### I/O nets highlighted, run 1

(2 px per um)
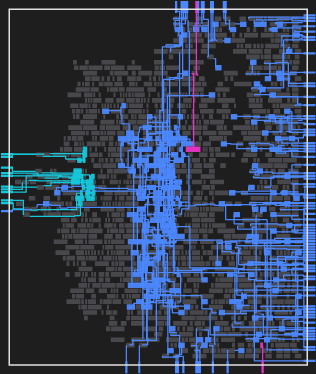
### Signal wires on met2, run 1

(2 px per um) Cells faint in the background.
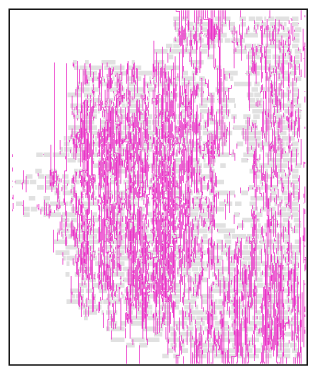
### The clock network, run 1

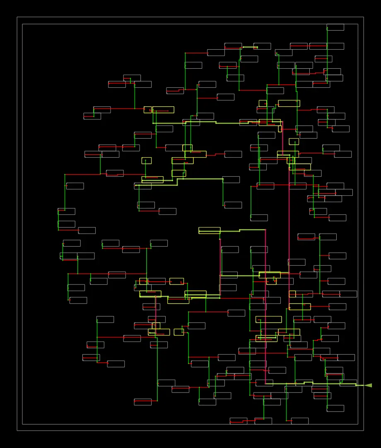
### Metal layers overlaid, run 1

(3 px per um) Only two layers are drawn.
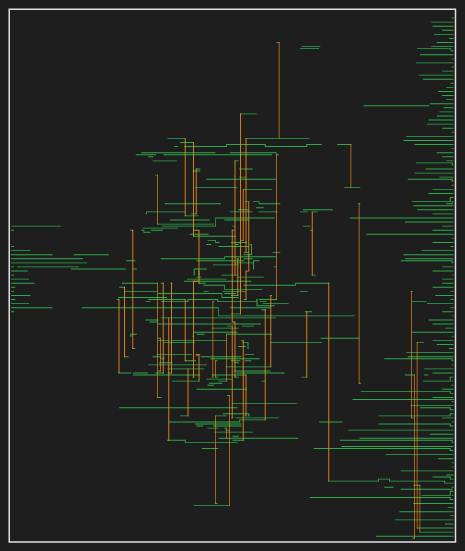
File: src/rtl/dual_issue_ctrl_pkg.sv
// Shared pipeline types for the dual-issue controller and its scoreboard.
// Slot 1 logic is built only when DUAL_ISSUE_EN is defined.
package dual_issue_ctrl_pkg;

    localparam int SB_REGS = 32;

    typedef logic [1:0] sb_cnt_t;

    typedef struct packed {
        logic [1:0][4:0] r_reg;
        logic [4:0]      w_reg;
    } register_info_t;

    typedef struct packed {
        logic [31:0]    pc;
        logic           fetch_excp;
        register_info_t register_info;
    } inst_t;

endpackage

File: src/rtl/dual_issue_ctrl_scoreboard.sv
// Per-register pending-writer counters with busy/full lookups.
// Lane 1 increment and lookups exist only with DUAL_ISSUE_EN defined.
module issue_scoreboard
    import dual_issue_ctrl_pkg::*;
#(
    parameter int SB_CNT_W = $bits(sb_cnt_t)
) (
    input  logic            clk,
    input  logic            rst,
    input  logic            i_flush,
    input  logic [3:0][4:0] i_rd_reg,
    input  logic [1:0][4:0] i_wr_reg,
    input  logic [1:0]      i_inc,
    input  logic [1:0]      i_wb_valid,
    input  logic [1:0][4:0] i_wb_reg,
    output logic [3:0]      o_rd_busy,
    output logic [1:0]      o_wr_full,
    output logic            o_wr1_almost
);

    localparam logic [SB_CNT_W-1:0] CNT_MAX = '1;
    localparam logic [SB_CNT_W-1:0] CNT_ALM = CNT_MAX - 1'b1;

    logic [SB_CNT_W-1:0] r_cnt [SB_REGS];
    logic [SB_CNT_W-1:0] w_nxt [SB_REGS];
    logic [SB_REGS-1:0]  w_uflow;
    logic [1:0]          w_inc;
    logic [1:0]          w_up;
    logic [1:0]          w_dn;
    logic [SB_CNT_W+1:0] w_sum;

`ifdef DUAL_ISSUE_EN
    assign w_inc = i_inc;
`else
    logic w_unused_s1;
    assign w_inc = {1'b0, i_inc[0]};
    assign w_unused_s1 = ^{i_rd_reg[3:2], i_wr_reg[1], i_inc[1]};
`endif

    // Busy/full lookups; r0 is never written so it always reads idle.
    always_comb begin
        o_rd_busy    = '0;
        o_wr_full    = '0;
        o_wr1_almost = 1'b0;
        o_rd_busy[0] = |r_cnt[i_rd_reg[0]];
        o_rd_busy[1] = |r_cnt[i_rd_reg[1]];
        o_wr_full[0] = r_cnt[i_wr_reg[0]] == CNT_MAX;
`ifdef DUAL_ISSUE_EN
        o_rd_busy[2] = |r_cnt[i_rd_reg[2]];
        o_rd_busy[3] = |r_cnt[i_rd_reg[3]];
        o_wr_full[1] = r_cnt[i_wr_reg[1]] == CNT_MAX;
        o_wr1_almost = r_cnt[i_wr_reg[1]] == CNT_ALM;
`endif
    end

    // Merge issue increments and writeback decrements per register.
    always_comb begin
        w_up  = '0;
        w_dn  = '0;
        w_sum = '0;
        for (int i = 0; i < SB_REGS; i++) begin
            w_up = 2'(w_inc[0] && (i_wr_reg[0] == 5'(i)))
                 + 2'(w_inc[1] && (i_wr_reg[1] == 5'(i)));
            w_dn = 2'(i_wb_valid[0] && (i_wb_reg[0] == 5'(i)))
                 + 2'(i_wb_valid[1] && (i_wb_reg[1] == 5'(i)));
            w_sum = {2'b00, r_cnt[i]} + (SB_CNT_W+2)'(w_up);
            w_uflow[i] = (i != 0) && (w_sum < (SB_CNT_W+2)'(w_dn));
            if (i == 0 || w_uflow[i])
                w_nxt[i] = '0;
            else
                w_nxt[i] = SB_CNT_W'(w_sum - (SB_CNT_W+2)'(w_dn));
        end
    end

    // Counter array; reset and flush clear everything.
    always_ff @(posedge clk) begin
        for (int i = 0; i < SB_REGS; i++) begin
            if (rst || i_flush)
                r_cnt[i] <= '0;
            else
                r_cnt[i] <= w_nxt[i];
        end
    end

    // Writeback of a register with no pending writer is a protocol error.
    always @(posedge clk) begin
        if (!rst && !i_flush)
            assert (w_uflow == '0)
            else $error("scoreboard: writeback to idle register");
    end

endmodule

File: src/rtl/dual_issue_ctrl.sv
// In-order dual-issue decision plus issued-pair pipeline register.
// Define DUAL_ISSUE_EN to enable slot 1; otherwise single issue.
module dual_issue_ctrl
    import dual_issue_ctrl_pkg::*;
#(
    parameter int SB_CNT_W = $bits(sb_cnt_t)
) (
    input  logic            clk,
    input  logic            rst,
    input  inst_t [1:0]     inst_i,
    input  logic [1:0]      inst_valid_i,
    output logic [1:0]      issue_num_o,
    output logic            backend_stall_o,
    input  logic            exe_stall_i,
    input  logic            flush_i,
    input  logic [1:0]      wb_valid_i,
    input  logic [1:0][4:0] wb_reg_i,
    output inst_t [1:0]     issued_inst_o,
    output logic [1:0]      issued_valid_o
);

    logic [3:0][4:0] w_rd_reg;
    logic [1:0][4:0] w_wr_reg;
    logic [3:0]      w_rd_busy;
    logic [1:0]      w_wr_full;
    logic            w_wr1_almost;
    logic [1:0]      w_inc;
    logic            w_go;
    logic            w_issue0;
    logic            w_issue1;
    inst_t [1:0]     r_inst;
    logic [1:0]      r_valid;

    assign w_rd_reg[0] = inst_i[0].register_info.r_reg[0];
    assign w_rd_reg[1] = inst_i[0].register_info.r_reg[1];
    assign w_rd_reg[2] = inst_i[1].register_info.r_reg[0];
    assign w_rd_reg[3] = inst_i[1].register_info.r_reg[1];
    assign w_wr_reg[0] = inst_i[0].register_info.w_reg;
    assign w_wr_reg[1] = inst_i[1].register_info.w_reg;

    assign w_go = !exe_stall_i && !flush_i && !rst;

    assign w_issue0 = inst_valid_i[0] && !w_rd_busy[0]
                   && !w_rd_busy[1] && !w_wr_full[0] && w_go;

`ifdef DUAL_ISSUE_EN
    logic w_raw;
    logic w_same_w;
    logic w_full1;
    assign w_raw = (w_wr_reg[0] != 5'd0)
                && ((w_rd_reg[2] == w_wr_reg[0])
                 || (w_rd_reg[3] == w_wr_reg[0]));
    assign w_same_w = (w_wr_reg[0] != 5'd0)
                   && (w_wr_reg[0] == w_wr_reg[1]);
    assign w_full1 = w_wr_full[1] || (w_same_w && w_wr1_almost);
    assign w_issue1 = w_issue0 && inst_valid_i[1]
                   && !w_rd_busy[2] && !w_rd_busy[3]
                   && !w_raw && !w_full1
                   && !inst_i[0].fetch_excp
                   && !inst_i[1].fetch_excp;
`else
    logic w_unused_s1;
    assign w_issue1 = 1'b0;
    assign w_unused_s1 = ^{w_rd_busy[3:2], w_wr_full[1], w_wr1_almost};
`endif

    assign w_inc = {w_issue1, w_issue0};
    assign issue_num_o = w_issue1 ? 2'd2 : (w_issue0 ? 2'd1 : 2'd0);
    assign backend_stall_o = exe_stall_i | flush_i;

    issue_scoreboard #(
        .SB_CNT_W (SB_CNT_W)
    ) u_sb (
        .clk          (clk),
        .rst          (rst),
        .i_flush      (flush_i),
        .i_rd_reg     (w_rd_reg),
        .i_wr_reg     (w_wr_reg),
        .i_inc        (w_inc),
        .i_wb_valid   (wb_valid_i),
        .i_wb_reg     (wb_reg_i),
        .o_rd_busy    (w_rd_busy),
        .o_wr_full    (w_wr_full),
        .o_wr1_almost (w_wr1_almost)
    );

    // Issued pair register; holds under execute stall, bubbles on hazard.
    always_ff @(posedge clk) begin
        if (rst) begin
            r_inst  <= '0;
            r_valid <= '0;
        end else if (flush_i) begin
            r_valid <= '0;
        end else if (!exe_stall_i) begin
            r_inst  <= inst_i;
            r_valid <= {w_issue1, w_issue0};
        end
    end

    assign issued_inst_o  = r_inst;
    assign issued_valid_o = r_valid;

endmodule

File: config.mk
export PLATFORM = sky130hd
export DESIGN_NAME = dual_issue_ctrl
export DESIGN_NICKNAME = d
export VERILOG_FILES = /design/src/rtl/dual_issue_ctrl_pkg.sv /design/src/rtl/dual_issue_ctrl_scoreboard.sv /design/src/rtl/dual_issue_ctrl.sv
export SDC_FILE = /design/constraint.sdc
export NUM_CORES = 1
export LEC_CHECK = 0
export ABC_AREA = 0
export CORE_ASPECT_RATIO = 1.2
export CORE_MARGIN = 2
export CORE_UTILIZATION = 42
export DETAILED_ROUTE_END_ITERATION = 10
export PLACE_DENSITY = 0.8
export SYNTH_ARGS = -nofsm -noshare
export SYNTH_HDL_FRONTEND = slang
export SYNTH_HIERARCHICAL = 1
export SYNTH_SLANG_ARGS = --single-unit
File: constraint.sdc
create_clock -name clk -period 4.7 [get_ports clk]
set_input_delay 0.705 -clock clk [delete_from_list [all_inputs] [get_ports clk]]
set_output_delay 0.705 -clock clk [all_outputs]
set_load 0.01 [all_outputs]
==> results_dict.tcl, run 1 <==
# place-and-route summary
set metrics [dict create \
    outcome "completed" \
    endpoint_kind "register" \
    start_kind "primary input" \
    slowest_delay_ns 0.57 \
    tightest_slew_ns 0.9957 \
    finalNonFillerCells 1752 \
    clk_pin_slew_ns 0.07 \
    ant_nets 0 \
    clk_path_buf_depth 2 \
    cp_slowest_cell "or4b_4" \
    rsz0062_at_grt "false" \
    crit_chain "clkdlybuf4s50_1 > buf_12 > nor3_1 > a21oi_1 > mux4_2 > a221oi_1 > a311oi_1 > or4b_4 > nor3_4 > nor2b_4 > buf_4 > nand3_4 > nor3_4 > ha_2 > fa_1 > nor3b_1 > nor2_1 > nor3_1" \
    htreeDepth 4 \
    power_density_nw_per_um2 241.5 \
    crit_required_ns 4.98 \
    via_per_inst 5.643 \
    period_used_share 0.9789 \
    ys_warn_count 6 \
    fillerInstances 2119 \
    crit_arrival_ns 4.89 \
    initCoreUtil 0.4264 \
]
## Picture notes: 'I/O nets highlighted'
port	color	bits	direction	end cells	buffers	wire
issued_valid_o	magenta	2	output	2	1	83.8 um
wb_reg_i	cyan	10	input	26	10	490 um
inst_i	blue	96	input	232	120	6,070 um
Port Buf Inserts: 211
IO Pins: 215

## Picture notes: 'Signal wires on met2'
share of all routed wire	47%
nets with wire on the layer	1,417
met2 usage: 0.3987
Routed WL: 32,140 um
DR vias: 9,886

## Picture notes: 'The clock network'
Late-Pin Clk Latency: 0.43 ns
number of clock buffers in the layout: 18
Clk. pwr: 1.43 mW

## Picture notes: 'Metal layers overlaid'
layer	color	wire length
metal 4	orange	1,370 um
metal 3	green	3,140 um

run 1: layer usage:
layer | up-vias | share of wire | GRT usage
li1 | 4617 | - | -
met1 | 4666 | 0.39 | 0.2914
met2 | 501 | 0.47 | 0.3987
met3 | 102 | 0.098 | 0.05593
met4 | 0 | 0.043 | 0.1091
met5 | - | 0 | 0
run 1: sequential cells by signal, summed over array words and instances, names as in the netlist:
register	count
u_sb/r_cnt	62
issued_inst_o	96
issued_valid_o	1
run 1: layout make-up:
| cell class | instances | share of cell area |
|---|---|---|
| clock inverter | 14 | 0.01227 |
| timing repair buffer | 273 | 0.1928 |
| clock buffer | 18 | 0.03095 |
| inverter | 66 | 0.01787 |
| tap | 325 | 0.02933 |
| sequential | 159 | 0.2296 |
| multi-input combinational | 897 | 0.4872 |
run 1: report_power, final:
group	leakage (nW)	internal, mW	switching, mW
sequential	1.29	1.39	0.0204
clock	0.291	0.764	0.668
combinational	4.07	0.257	0.252
run 1: worst min path at each step:
stage / startpoint / endpoint / slack [ns] / cells past startpoint
after detailed placement: issued_inst_o[11] / issued_inst_o[11] / 0.47 / 2
after floorplan: issued_inst_o[0] / issued_inst_o[0] / 0.50 / 2
after global placement: issued_inst_o[23] / issued_inst_o[23] / 0.46 / 2
after CTS: issued_inst_o[11] / issued_inst_o[11] / 0.48 / 2
after global routing: issued_inst_o[60] / issued_inst_o[60] / 0.49 / 2
final: issued_inst_o[32] / issued_inst_o[32] / 0.47 / 2
run 1: worst register-to-register path, cell delays in order (launching register included):
cell and delay, ns:
dfxtp_1 0.38, nor2_1 0.18, a21oi_1 0.11, mux4_2 0.51
mux2_2 0.30, a211o_1 0.31, or4b_4 0.57, nor3_4 0.19
nor2b_4 0.20, buf_4 0.14, nand3_4 0.11, nor3_4 0.21
ha_2 0.23, fa_1 0.45, nor3b_1 0.16, nor2_1 0.10
nor3_1 0.05
run 1: timing repair:
item,4_1_cts,5_1_grt
resized,5,25
gates cloned,0,2
pin swaps,0,5
setup buffers,0,4
setup endpoints to repair,6,63
run 1: cell usage in the layout (no fill, tap or decap), types with 31 or more instances in the layout:
cell type,count
a21oi_1,133
inv_1,66
and3_1,32
nor3_1,51
xnor2_1,31
or3b_1,96
dfxtp_1,159
buf_4,58
ha_1,116
nor2_1,142
clkdlybuf4s50_1,204
fa_1,31
o21ai_0,101
run 1: per-stage QoR:
stage	TNS (ns)	instance area [sq um]	worst slack [ns]	utilization
floorplan	0	10490	0.1514	-
global placement	-16.15	13080	-0.4157	0.5316
detailed placement	-21.54	13080	-0.5728	0.5316
CTS	0	13690	0.009311	0.5567
global route	0	13870	0.001587	0.5638
finish	0	13870	0.09896	0.5638
### Layout detail, run 1

Window x 101 to 121, y 123 to 143 um. Cells in gray, sequential cells in the stronger gray; small squares are vias.
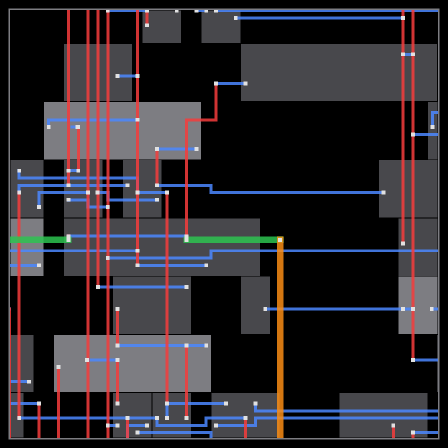

==> run 2, diff against run 1 <==
- CORE_UTILIZATION: 42 -> 35
- PLACE_DENSITY: 0.8 -> 0.7
- SKIP_LAST_GASP: not set -> 1
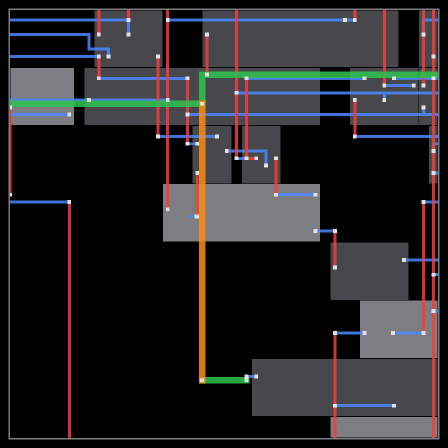
*Layout detail, run 2*
Window x 112 to 132, y 135 to 155 um. Cells in gray, sequential cells in the stronger gray; small squares are vias.
layer	color
metal 1	blue
metal 2	red
metal 4	orange
metal 3	green
most frequent	or3b_1 (2), clkbuf_16 (2)
netlist names of flops here include	issued_inst_o (1)
cells with their middle in the window	9
sequential cells in the window	1

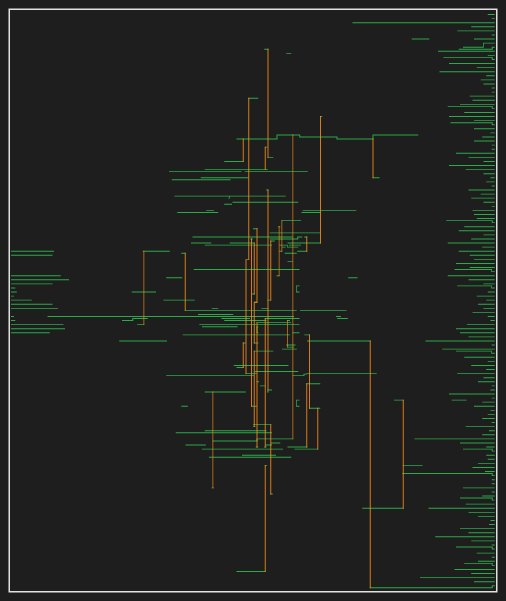
*Metal layers overlaid, run 2*
(3 px per um) Only two layers are drawn.
layer	color	wire length
metal 3	green	2,500 um
metal 4	orange	967 um
GR Util All Layers: 0.2004
Routed WL: 32,210 um
Avg WL per Cell: 17.67 um
DR vias: 9,644

==> run 2 against run 1 <==
Die area up 19%. Critical path depth unchanged. Combinational power about the same. Maximum frequency up 2.8%. Via count down 2.4%. Critical path type unchanged. Flip-flop count unchanged.
==> results_dict.tcl, run 2 <==
# place-and-route summary
set metrics [dict create \
    outcome "completed" \
    place_ws_ns -0.4816 \
    lay_top_cells "clkdlybuf4s50_1, dfxtp_1, nor2_1, a21oi_1, ha_1" \
    initCoreUtil 0.3552 \
    p_sw_frac 0.2681 \
    insertion_delay_ns 0.45 \
    htreeDepth 4 \
    fin_ws_ns 0.2231 \
    slowest_delay_ns 0.56 \
    cp_top_family "simple AND/OR/NAND/NOR gates" \
    clk_path_buf_depth 2 \
    final_area_sq_um 13960 \
    layout.nets 1690 \
    place_area_sq_um 13230 \
    seq_power_share 0.432 \
    p_sw_uw 875.4 \
    internal_power_mw 2.390 \
    period_used_share 0.9525 \
    ys_warn_count 6 \
    clk_pin_slew_ns 0.07 \
    crit_chain "clkdlybuf4s50_1 > buf_4 > buf_4 > buf_4 > mux4_2 > nand2_1 > a221oi_1 > a311oi_1 > or4b_4 > nor3_4 > buf_4 > nand4_1 > nor2_1 > ha_1 > fa_1 > nor3b_1 > nor2_1 > nor3_1" \
    io_buffers 211 \
    fin_worst_skew_ns 0.01781 \
    power_density_nw_per_um2 233.9 \
    clockPowerShare 0.412 \
    dr.pass1.iters 7 \
    dpl.hpwl_um 23370 \
    ioPinCount 215 \
    total_leakage_power_nw 5.645 \
    ant_nets 0 \
    fillerInstances 2810 \
    layout.cells.most_common "clkdlybuf4s50_1" \
    relSlewSlack 0.3365 \
    endpoint_kind "register" \
    crit_arrival_ns 4.77 \
    postSynthCellCount 1210 \
    root_buffer "clkbuf_16" \
    final.setup.tns_ns 0 \
    cp_slowest_cell "or4b_4" \
    crit_required_ns 5.00 \
    largest_reg_flops 96 \
    tightest_slew_ns 0.9952 \
    min_path_cells 2 \
    via_per_inst 5.290 \
    crit_type "primary input to register" \
    dieHeight_um 193.6 \
    comb_power_share 0.156 \
    start_kind "primary input" \
]
## run 2: area by class of cell
class                           count  area (sq um)  share of cell area
Tap cell                          390         488.0             0.03495
Clock buffer                       20         446.7             0.03199
Timing Repair Buffer              280          2721              0.1949
Multi-Input combinational cell    897          6768              0.4847
Clock inverter                     11         107.6            0.007707
Sequential cell                   159          3183              0.2280
Inverter                           66         247.7             0.01774
## run 2: what timing repair did
item                                    4_1_cts  5_1_grt
cloned                                        0        1
endpoints found under the setup margin        6       51
setup buffers                                 0        3
hold buffers                                  0        0
gates resized                                 2       36
pin swaps                                     0        8
## run 2: power groups by stage
stage | registers, mW | logic [mW] | clock network [mW]
after CTS | 1.41 | 0.500 | 1.38
after floorplan | 1.45 | 0.217 | 0
after global routing | 1.41 | 0.551 | 1.42
after global placement | 1.44 | 0.491 | 0
final | 1.41 | 0.511 | 1.35
after detailed placement | 1.44 | 0.497 | 0
## run 2: routing by layer
metal / share of wire / GRT usage / up-vias
li1: - / - / 4627
met1: 0.42 / 0.2527 / 4592
met2: 0.48 / 0.3288 / 357
met3: 0.078 / 0.04663 / 68
met4: 0.030 / 0.08260 / 0
met5: 0 / 0 / -
## run 2: worst paths after layout
path / startpoint / end
setup / recovery: inst_i[5] / u_sb/r_cnt[29][0]
hold / removal: issued_inst_o[16] / issued_inst_o[16]
setup reg to reg: u_sb/r_cnt[31][1] / u_sb/r_cnt[29][0]
hold reg to reg: issued_inst_o[16] / issued_inst_o[16]
## run 2: per-stage QoR
| stage | total power [mW] | utilization | instances |
|---|---|---|---|
| finish | 3.266 | 0.4729 | 1823 |
| global route | 3.386 | 0.4729 | 1823 |
| CTS | 3.287 | 0.4670 | 1819 |
| detailed placement | 1.937 | 0.4482 | 1788 |
| global placement | 1.929 | 0.4482 | 1788 |
| floorplan | 1.670 | - | 1211 |
## run 2: worst min-delay path, stage by stage (launching register included)
cell and delay, ns:
dfxtp_1 0.31, o21ai_0 0.06, a21oi_1 0.06
### The clock network, run 2

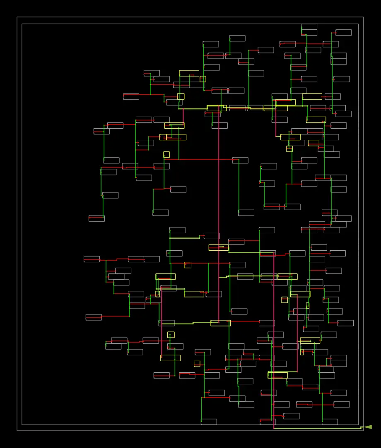

==> run 3, diff against run 2 <==
- PLACE_DENSITY: 0.7 -> 0.59
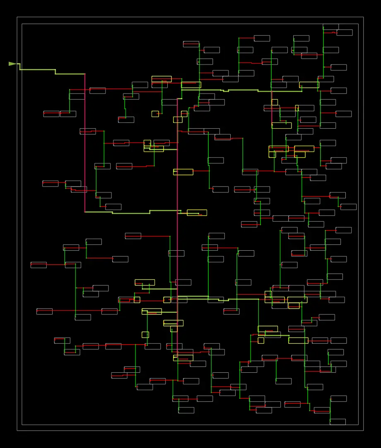
*The clock network, run 3*
Clk. pwr: 1.35 mW
Setup Skew: 0.01161 ns
TritonCTS Buffers: 17

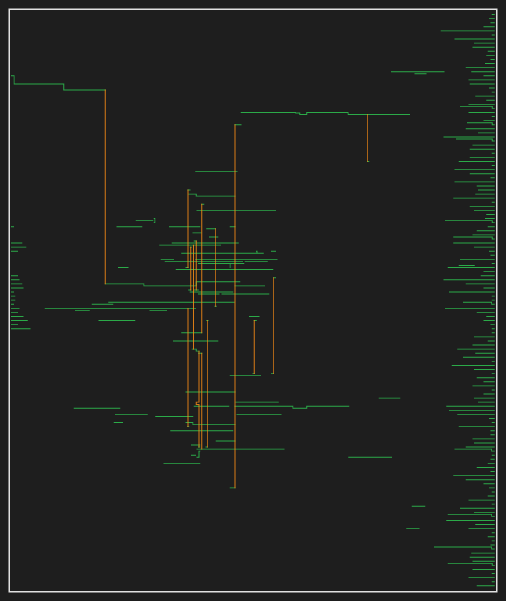
*Metal layers overlaid, run 3*
(3 px per um) Only two layers are drawn.
layer	color	wire length
metal 4	orange	558 um
metal 3	green	1,880 um
GR Util All Layers: 0.1991
Routed WL: 31,420 um
Avg WL per Cell: 17.28 um
DR vias: 9,414

==> run 3 against run 2 <==
Critical path depth fell by 2. Sequential share of layout area rose by 0.16 points. Sequential power barely moved. Non-clock buffer count fell by 5. Design area fell by 0.71%. Global-route usage fell by 0.13 points. Via count fell by 2.4%. Clock skew fell by 0.0062 ns. Worst hold slack improved by 0.00076 ns. Die area did not move.
==> results_dict.tcl, run 3 <==
# place-and-route summary
set metrics [dict create \
    fin_ws_ns 0.09161 \
    dieHeight_um 193.6 \
    hold_viol_final 0 \
    drive_gt1_frac 0.1015 \
    clk_pin_slew_ns 0.07 \
    slowest_delay_ns 0.57 \
    largest_reg_flops 96 \
    root_buffer "clkbuf_16" \
    dr.pass1.iters 5 \
    grt_pass1_wl_um 49570 \
    rr_startpoint "u_sb/r_cnt[18][1]" \
    holdPathEnd "issued_inst_o[77]" \
    power_density_nw_per_um2 235.2 \
    tightest_slew_ns 0.8193 \
    relSlewSlack 0.4538 \
    crit_required_ns 5.03 \
    timing.rr.end "u_sb/r_cnt[16][1]" \
    rsz0062_at_grt "true" \
    layout.cells.most_common "clkdlybuf4s50_1" \
    place_area_sq_um 13210 \
    cp_slowest_cell "or4b_4" \
    fillerInstances 2871 \
    final_area_sq_um 13860 \
    dp_cells 1787 \
    clk_path_buf_depth 2 \
    crit_arrival_ns 4.94 \
    area_delta_synth_final_pct 32.19 \
    initCoreUtil 0.3552 \
    lay_top_cells "clkdlybuf4s50_1, dfxtp_1, nor2_1, a21oi_1, ha_1" \
    holdBufCountCts 0 \
    antenna_found_initial 0 \
    dpl.hpwl_um 22960 \
    ant_nets 0 \
    max_cap_violations 0 \
    finalNonFillerCells 1819 \
    crit_chain "clkdlybuf4s50_1 > buf_12 > nor3_1 > a21oi_1 > mux4_2 > mux2_2 > a211o_1 > or4b_4 > nor3_4 > buf_4 > nand3_1 > nor3_1 > ha_1 > fa_1 > xnor2_1 > and3_1" \
    start_kind "primary input" \
    drt_iter0_drc 660 \
    synth_area_sq_um 10490 \
    htreeDepth 4 \
    total_leakage_power_nw 5.600 \
    ys_warn_count 6 \
    ioPinCount 215 \
    cp_top_family "simple AND/OR/NAND/NOR gates" \
    endpoint_kind "register" \
    insertion_delay_ns 0.44 \
    via_per_inst 5.175 \
    outcome "completed" \
    postSynthCellCount 1210 \
    layout.nets 1685 \
]
==> run 3: netlist changes by cell type in the layout (fill, tap and decap cells not counted), sizes merged <==
cell / previous run / this run
buf: 71 / 67
bufinv: 1 / 0
clkbuf: 21 / 20
clkdlybuf4s50: 204 / 207
clkinv: 2 / 3
clkinvlp: 5 / 4
dlymetal6s2s: 3 / 0
inv: 69 / 71
==> run 3: area by class of cell <==
class                   instances  area (sq um)  area share
inverters                      66         247.7     0.01787
clock buffers                  20         456.7     0.03294
repair buffers                275          2646      0.1909
clock inverters                12         102.6    0.007401
well taps                     390         488.0     0.03520
flip-flops and latches        159          3183      0.2296
multi-input cells             897          6739      0.4861
==> run 3: report_power, final <==
part | switching [mW] | internal (mW) | total, mW
Combinational | 0.249 | 0.254 | 0.503
Sequential | 0.0190 | 1.39 | 1.41
Clock | 0.635 | 0.717 | 1.35
==> run 3: worst max-delay path by stage <==
stage	from	end	slack, ns	depth (start not counted)
after detailed placement	inst_i[10]	u_sb/r_cnt[4][1]	-0.43	17
after global routing	inst_i[10]	u_sb/r_cnt[16][1]	-0.06	16
after global placement	inst_i[10]	u_sb/r_cnt[12][0]	-0.38	17
after floorplan	inst_i[10]	u_sb/r_cnt[12][1]	0.15	15
after CTS	inst_i[10]	u_sb/r_cnt[12][0]	0.04	17
final	inst_i[10]	u_sb/r_cnt[16][1]	0.09	16
==> run 3: repair_timing <==
item                       CTS  global route
pin swaps                    0             7
resized                      1            25
setup endpoints to repair    1            62
==> run 3: worst min-delay path, delay by kind of cell, from the launching register on <==
kind	cells	cell delay, ns
AND-OR/OR-AND	2	0.12
flip-flops	1	0.31
==> run 3: through the flow <==
| stage | utilization | power, mW | hold slack [ns] | setup TNS (ns) |
|---|---|---|---|---|
| global placement | 0.4475 | 1.932 | 0.4592 | -16.11 |
| detailed placement | 0.4475 | 1.935 | 0.4650 | -19.27 |
| finish | 0.4695 | 3.261 | 0.4733 | 0 |
| global route | 0.4695 | 3.408 | 0.4864 | -0.3728 |
| floorplan | - | 1.670 | 0.4983 | 0 |
| CTS | 0.4664 | 3.305 | 0.4739 | 0 |
==> run 3: layer usage <==
metal,wire [um],track usage
met2,14470,0.3212
met5,0,0
met1,14510,0.2714
met3,1883,0.03615
met4,558,0.05867
Power and IR drop assume default switching activity.
